### src/rtl/mem_port_arbiter_pkg.sv
// Shared types for the memory port arbiter: FSM state encoding and the 1-entry request buffer layout.
package rv32i_types;

  localparam int unsigned BUF_ADDR_W = 32;
  localparam int unsigned BUF_DATA_W = 32;
  localparam int unsigned BUF_MASK_W = BUF_DATA_W / 8;

  typedef enum logic [1:0] {
    IDLE,
    BUSY_I,
    BUSY_D
  } arb_state_t;

  typedef struct packed {
    logic                  valid;
    logic [BUF_ADDR_W-1:0] addr;
    logic [BUF_MASK_W-1:0] rmask;
    logic [BUF_MASK_W-1:0] wmask;
    logic [BUF_DATA_W-1:0] wdata;
  } mem_req_buf_t;

endpackage

### src/rtl/mem_port_arbiter_req_buf.sv
// One-entry request holding register; a capture wins over a same-cycle clear or cancel.
// Latency 1 (captured entry visible the cycle after the pulse); no backpressure, caller guarantees one outstanding.
module req_buf
  import rv32i_types::*;
(
  input  logic         clk,
  input  logic         rst,
  input  logic         cap_vld,
  input  mem_req_buf_t cap_dat,
  input  logic         clr,
  input  logic         cancel,
  output mem_req_buf_t ent_dat
);

  mem_req_buf_t ent_q, ent_d;

  always_comb begin
    ent_d = ent_q;
    if (clr || cancel) begin
      ent_d.valid = 1'b0;
    end
    if (cap_vld) begin
      ent_d       = cap_dat;
      ent_d.valid = 1'b1;
    end
  end

  always_ff @(posedge clk or posedge rst) begin
    if (rst) begin
      ent_q <= '0;
    end else begin
      ent_q <= ent_d;
    end
  end

  assign ent_dat = ent_q;

endmodule

### src/rtl/mem_port_arbiter.sv
// Shares one single-outstanding memory port between imem and dmem (dmem priority); grant issues the cycle after capture, resp forwarded same cycle.
// No backpressure: each side holds one request at a time. MEM_ARB_STARVE_GUARD_EN forces imem through after STARVE_LIMIT dmem grants.
module mem_port_arbiter
  import rv32i_types::*;
#(
  parameter int ADDR_W       = 32,
  parameter int DATA_W       = 32,
  parameter int STARVE_LIMIT = 4
) (
  input  logic                clk,
  input  logic                rst,
  input  logic                imem_req,
  input  logic [ADDR_W-1:0]   imem_addr,
  input  logic [DATA_W/8-1:0] imem_rmask,
  input  logic                imem_cancel,
  output logic                imem_resp,
  output logic [DATA_W-1:0]   imem_rdata,
  input  logic                dmem_req,
  input  logic [ADDR_W-1:0]   dmem_addr,
  input  logic [DATA_W/8-1:0] dmem_rmask,
  input  logic [DATA_W/8-1:0] dmem_wmask,
  input  logic [DATA_W-1:0]   dmem_wdata,
  output logic                dmem_resp,
  output logic [DATA_W-1:0]   dmem_rdata,
  output logic                mem_req,
  output logic [ADDR_W-1:0]   mem_addr,
  output logic [DATA_W/8-1:0] mem_rmask,
  output logic [DATA_W/8-1:0] mem_wmask,
  output logic [DATA_W-1:0]   mem_wdata,
  input  logic                mem_resp,
  input  logic [DATA_W-1:0]   mem_rdata
);

  localparam int MASK_W = DATA_W / 8;

  arb_state_t          state_q, state_d;
  logic                mem_req_q, mem_req_d;
  logic [ADDR_W-1:0]   mem_addr_q, mem_addr_d;
  logic [MASK_W-1:0]   mem_rmask_q, mem_rmask_d;
  logic [MASK_W-1:0]   mem_wmask_q, mem_wmask_d;
  logic [DATA_W-1:0]   mem_wdata_q, mem_wdata_d;
  logic                drop_i_q, drop_i_d;
  logic                grant_i, grant_d;
  logic                i_avail, force_i;
  mem_req_buf_t        icap, dcap, ient, dent, sel;

  always_comb begin
    icap       = '0;
    icap.addr  = BUF_ADDR_W'(imem_addr);
    icap.rmask = BUF_MASK_W'(imem_rmask);
    dcap       = '0;
    dcap.addr  = BUF_ADDR_W'(dmem_addr);
    dcap.rmask = BUF_MASK_W'(dmem_rmask);
    dcap.wmask = BUF_MASK_W'(dmem_wmask);
    dcap.wdata = BUF_DATA_W'(dmem_wdata);
  end

  req_buf u_ibuf (
    .clk     (clk),
    .rst     (rst),
    .cap_vld (imem_req),
    .cap_dat (icap),
    .clr     (grant_i),
    .cancel  (imem_cancel),
    .ent_dat (ient)
  );

  req_buf u_dbuf (
    .clk     (clk),
    .rst     (rst),
    .cap_vld (dmem_req),
    .cap_dat (dcap),
    .clr     (grant_d),
    .cancel  (1'b0),
    .ent_dat (dent)
  );

  // A fetch being flushed this very cycle must not be granted.
  assign i_avail = ient.valid && !imem_cancel;

`ifdef MEM_ARB_STARVE_GUARD_EN
  localparam int CNT_W = $clog2(STARVE_LIMIT + 1);

  logic [CNT_W-1:0] starve_q, starve_d;

  assign force_i = i_avail && (starve_q == CNT_W'(STARVE_LIMIT));

  always_comb begin
    starve_d = starve_q;
    if (grant_i) begin
      starve_d = '0;
    end else if (grant_d && ient.valid && (starve_q != CNT_W'(STARVE_LIMIT))) begin
      starve_d = starve_q + 1'b1;
    end
  end

  always_ff @(posedge clk or posedge rst) begin
    if (rst) begin
      starve_q <= '0;
    end else begin
      starve_q <= starve_d;
    end
  end
`else
  logic unused_starve_limit;
  assign unused_starve_limit = ^STARVE_LIMIT;
  assign force_i             = 1'b0;
`endif

  always_comb begin
    state_d     = state_q;
    mem_req_d   = 1'b0;
    mem_addr_d  = mem_addr_q;
    mem_rmask_d = mem_rmask_q;
    mem_wmask_d = mem_wmask_q;
    mem_wdata_d = mem_wdata_q;
    drop_i_d    = drop_i_q;
    grant_i     = 1'b0;
    grant_d     = 1'b0;
    sel         = dent;
    case (state_q)
      IDLE: begin
        if (dent.valid && !force_i) begin
          grant_d = 1'b1;
        end else if (i_avail) begin
          grant_i = 1'b1;
        end
        if (grant_d || grant_i) begin
          sel         = grant_d ? dent : ient;
          state_d     = grant_d ? BUSY_D : BUSY_I;
          mem_req_d   = 1'b1;
          mem_addr_d  = sel.addr[ADDR_W-1:0];
          mem_rmask_d = sel.rmask[MASK_W-1:0];
          mem_wmask_d = sel.wmask[MASK_W-1:0];
          mem_wdata_d = sel.wdata[DATA_W-1:0];
        end
      end
      BUSY_I: begin
        if (imem_cancel) begin
          drop_i_d = 1'b1;
        end
        if (mem_resp) begin
          state_d  = IDLE;
          drop_i_d = 1'b0;
        end
      end
      BUSY_D: begin
        if (mem_resp) begin
          state_d = IDLE;
        end
      end
      default: state_d = IDLE;
    endcase
  end

  always_ff @(posedge clk or posedge rst) begin
    if (rst) begin
      state_q     <= IDLE;
      mem_req_q   <= 1'b0;
      mem_addr_q  <= '0;
      mem_rmask_q <= '0;
      mem_wmask_q <= '0;
      mem_wdata_q <= '0;
      drop_i_q    <= 1'b0;
    end else begin
      state_q     <= state_d;
      mem_req_q   <= mem_req_d;
      mem_addr_q  <= mem_addr_d;
      mem_rmask_q <= mem_rmask_d;
      mem_wmask_q <= mem_wmask_d;
      mem_wdata_q <= mem_wdata_d;
      drop_i_q    <= drop_i_d;
    end
  end

  assign mem_req   = mem_req_q;
  assign mem_addr  = mem_addr_q;
  assign mem_rmask = mem_rmask_q;
  assign mem_wmask = mem_wmask_q;
  assign mem_wdata = mem_wdata_q;

  // Stores never return data, whatever the memory drives on mem_rdata.
  assign imem_resp  = (state_q == BUSY_I) && mem_resp && !drop_i_q && !imem_cancel;
  assign dmem_resp  = (state_q == BUSY_D) && mem_resp;
  assign imem_rdata = imem_resp ? mem_rdata : '0;
  assign dmem_rdata = (dmem_resp && (mem_wmask_q == '0)) ? mem_rdata : '0;

  a_imem_single: assert property (@(posedge clk) disable iff (rst)
    imem_req |-> imem_cancel || (!ient.valid && ((state_q != BUSY_I) || mem_resp)));
  a_dmem_single: assert property (@(posedge clk) disable iff (rst)
    dmem_req |-> !dent.valid && ((state_q != BUSY_D) || mem_resp));

endmodule
### config.mk
export PLATFORM = sky130hd
export DESIGN_NAME = mem_port_arbiter
export DESIGN_NICKNAME = d
export VERILOG_FILES = /design/src/rtl/mem_port_arbiter_pkg.sv /design/src/rtl/mem_port_arbiter_req_buf.sv /design/src/rtl/mem_port_arbiter.sv
export SDC_FILE = /design/constraint.sdc
export NUM_CORES = 1
export LEC_CHECK = 0
export ABC_CLOCK_PERIOD_IN_PS = 7200
export CORE_MARGIN = 2
export CORE_UTILIZATION = 45
export DETAILED_ROUTE_END_ITERATION = 7
export PLACE_DENSITY = 0.81
export SKIP_LAST_GASP = 1
export SYNTH_ARGS = -nofsm -noshare
export SYNTH_HDL_FRONTEND = slang
export SYNTH_SLANG_ARGS = --single-unit
### constraint.sdc
create_clock -name clk -period 7.2 [get_ports clk]
set_input_delay 1.08 -clock clk [delete_from_list [all_inputs] [get_ports clk]]
set_output_delay 1.08 -clock clk [all_outputs]
set_load 0.05 [all_outputs]
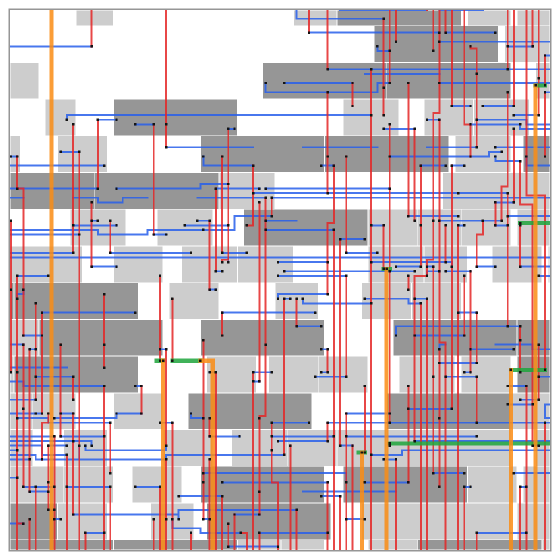
zoom.png
Region (48, 21) to (88, 61) µm. Cells in gray, sequential cells in the stronger gray; small squares are vias.
met2 -> red
met4 -> orange
met3 -> green
met1 -> blue
cells with their middle in the window = 68
most frequent = clkdlybuf4s50_1 (24), dfrtp_1 (19), mux2_2 (13)
sequential cells in the window = 19
netlist names of flops here include = u_dbuf.ent_dat (9), mem_wdata (8)

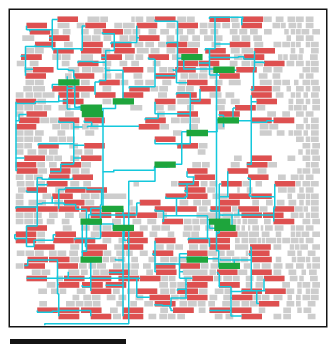
clock_map.png
Scale bar: 50 µm.
cells driving clock nets -> green  # count 17
flip-flops -> red  # count 186
clock wires -> cyan  # length 2,100 µm
routed clock nets = 18
flops lie = spread over the die

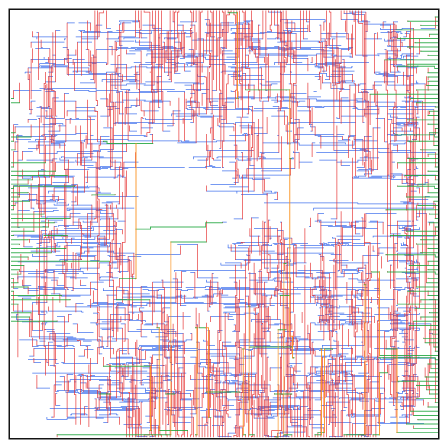
metal_stack.png
met3 -> green  # wire length 1,200 µm
met1 -> blue  # wire length 7,790 µm
met2 -> red  # wire length 10,600 µm
met4 -> orange  # wire length 664 µm

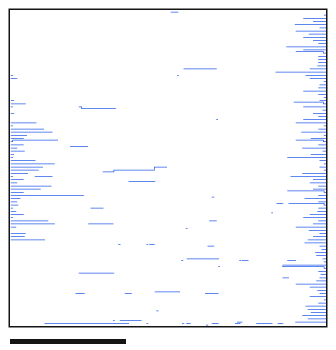
met3.png
Scale bar: 50 µm.
nets with wire on the layer = 162
wire length on this layer = 1,200 µm
longest straight run = 36.1 µm
share of all routed wire = 5.9%

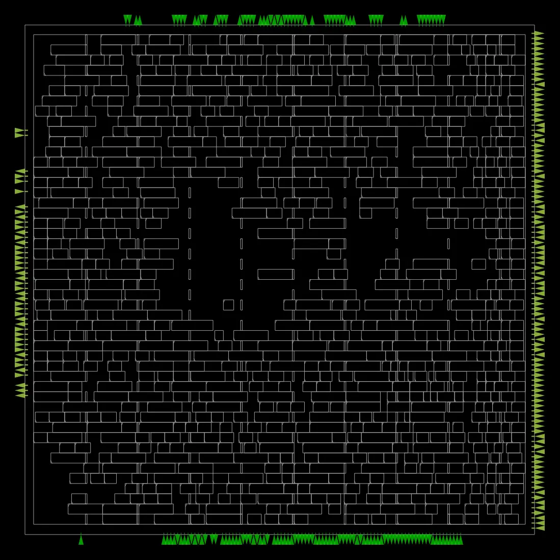
final_placement.png
Placeable Area: 17,120 µm²
Filler Cells Inserted: 1,181

==> flow_summary.toml <==
# physical design summary
[outcome]
outcome = "completed"

[pwr]
leakagePower_nw = 4.912
max-vdd-ir-drop_v = 0.0002510
power-per-cell-area_nw_per_um2 = 411.3
pwr_total_w = 0.004707

[layout]
area.share.sequential_pct = 40.68
final_layout_size_suffix_gt1_share_pct = 27.62
layoutNonFillerInstCount = 1036
top_area_cell_class = "sequential cells"
clkCellAreaFrac_pct = 5.554
antenna_cells = 0
regArea_um2 = 4656
multiInputCombCellCount = 300
design_area_um2 = 11440
comb_area_share_pct = 26.04
most-common-layout-cells = "clkdlybuf4s50_1, dfrtp_1, mux2_2"
mi_logic_area_um2 = 2980
buffers_excl_clock = 288
final_core_util_pct = 66.86
sequential_cell_total = 186
layout.nonclk_buf_share_pct = 25.04
nets = 947

[synth]
yosys-mux-area-fraction_pct = 26.87
syn-mean-instance-area_um2 = 14.87
top_cells_by_count = "dfrtp_1, mux2_2, a22o_1"
syn-cell-area_um2 = 7824
ys_sh_adder_pct = 0.4798
enable_flop_cells = 0
seq_area_frac_synth_pct = 59.49
synth.net_count = 675
synthArstFlopShare_pct = 100.0
yosys_register_bits = 186
yosys-stat-area_um2 = 7824
syn_inst = 526
ff_type = "dfrtp_1"
synth.largest_area_cell = "dfrtp_1"
synth.yosys.num_cells = 526
post_synth_main_area_contributors = "dfrtp_1, mux2_2, a22o_1, mux2_4, and2_1"
xor_area_share_pct = 0
yosys.area_share.simple_pct = 5.741
synth.distinct_cells = 24
synth_dominant_cell_count = "dfrtp_1"

[sta]
hold-worst-slack_ps = 487.5
finalCriticalPeriod_ps = 4530
finalClockSkew_ps = 9.804
max-slew-margin-rel_pct = 25.95
setup_slack_ps = 2670
period_used_pct = 62.92
finalSetupViolCount = 0
timing.final.max_slew_violations = 0
timing.setup.tns_ps = 0
max_clock_freq_mhz = 220.7
finalHoldViolations = 0
tightest_slew_ps = 1107

[worst_setup_path]
reg2reg_to = "mem_addr[24]"
crit_path_max_incr_delay_ps = 800
worst-endpoint-required_ps = 6120
setup.worst_path.end = "dmem_rdata[15]"
rrSetupSlack_ps = 4280
critical_path_depth = 4
worst-path-max-fanout = 33
timing.critical_path.max_delay_family = "buffers and inverters"
crit_path_start = "mem_resp"
crit_path_frequent_cell = "clkdlybuf4s50_1"
crit_chain = "clkdlybuf4s50_1, and2_1, and3_1, clkdlybuf4s50_1"
worstSetupStartpointType = "input pin"
critical_path.endpoint_type = "output port"
critical_path.n_buffers_inverters = 2
reg2reg_from = "u_dbuf.ent_dat[72]"
worst_ep_arrival_time_ps = 3450

[grt]
number_of_antenna_violations_at_the_first_check_in_global_routing = 0
groute.usage.overall_pct = 21.85
grt_max_degree = 118
global_route_wire_length_before_repair_um = 30910

[floorplan]
fp.dieArea_um2 = 18460
initial_core_util_pct = 45.71
well_tap_count = 225
placementRows = 48
design.portCount = 285

[flow_run]
openroad.warnings = 30
maxCapViolCount = 0

[place]
place.gp.congestion = 0.7872
port_buffers = 284
placed_cells_incl_taps = 1004
placement.setup.worst_slack_ps = 2698
placedInstanceArea_um2 = 10810
place_hpwl_um = 14100

[routing]
routed-via-count = 5363
route.antenna.remaining_nets = 0
first_iteration_detailed_routing_drc_count = 191
routed_wirelength_um = 20290
post-route-drc-count = 0
drtPass1Iterations = 4
post_drt_via_cell_ratio = 5.177

[clock_tree]
clkTransAtPathRegs_ps = 70
cts.repair_timing.setup_buffer_count = 0
clkLatencyLatePin_ps = 420
cts.sink_count = 186
number_of_buffers_inserted_for_hold_repair_after_clock_tree_synthesis = 0
tritoncts_clock_tree = "built"

[hold_path]
min_path_type = "flip-flop to flip-flop"
min-delay-start = "u_dbuf.ent_dat[18]"
min_delay_worst_endpoint = "mem_wdata[18]"
timing.hold.worst_path_depth = 1
==> flip-flops by register name, indices dropped and copies added (netlist names), 2 cells and up <==
register / flops
mem_wmask: 4
mem_addr: 32
u_ibuf.ent_dat: 37
mem_wdata: 32
u_dbuf.ent_dat: 73
state_q: 2
mem_rmask: 4
==> per-layer routing <==
metal	vias up	track usage, %	wire length [µm]
li1	2421	-	-
met1	2707	25.06	7788
met2	195	38.97	10630
met3	40	4.922	1201
met4	0	9.896	664
met5	-	0	0
==> power by group <==
group	switching [W]	internal (W)
clock	0.000400	0.000589
combinational	0.00130	0.000892
sequential	0.000197	0.00133
total	0.00190	0.00281
Power figures rest on the tool's default switching activity, not on a simulated workload.
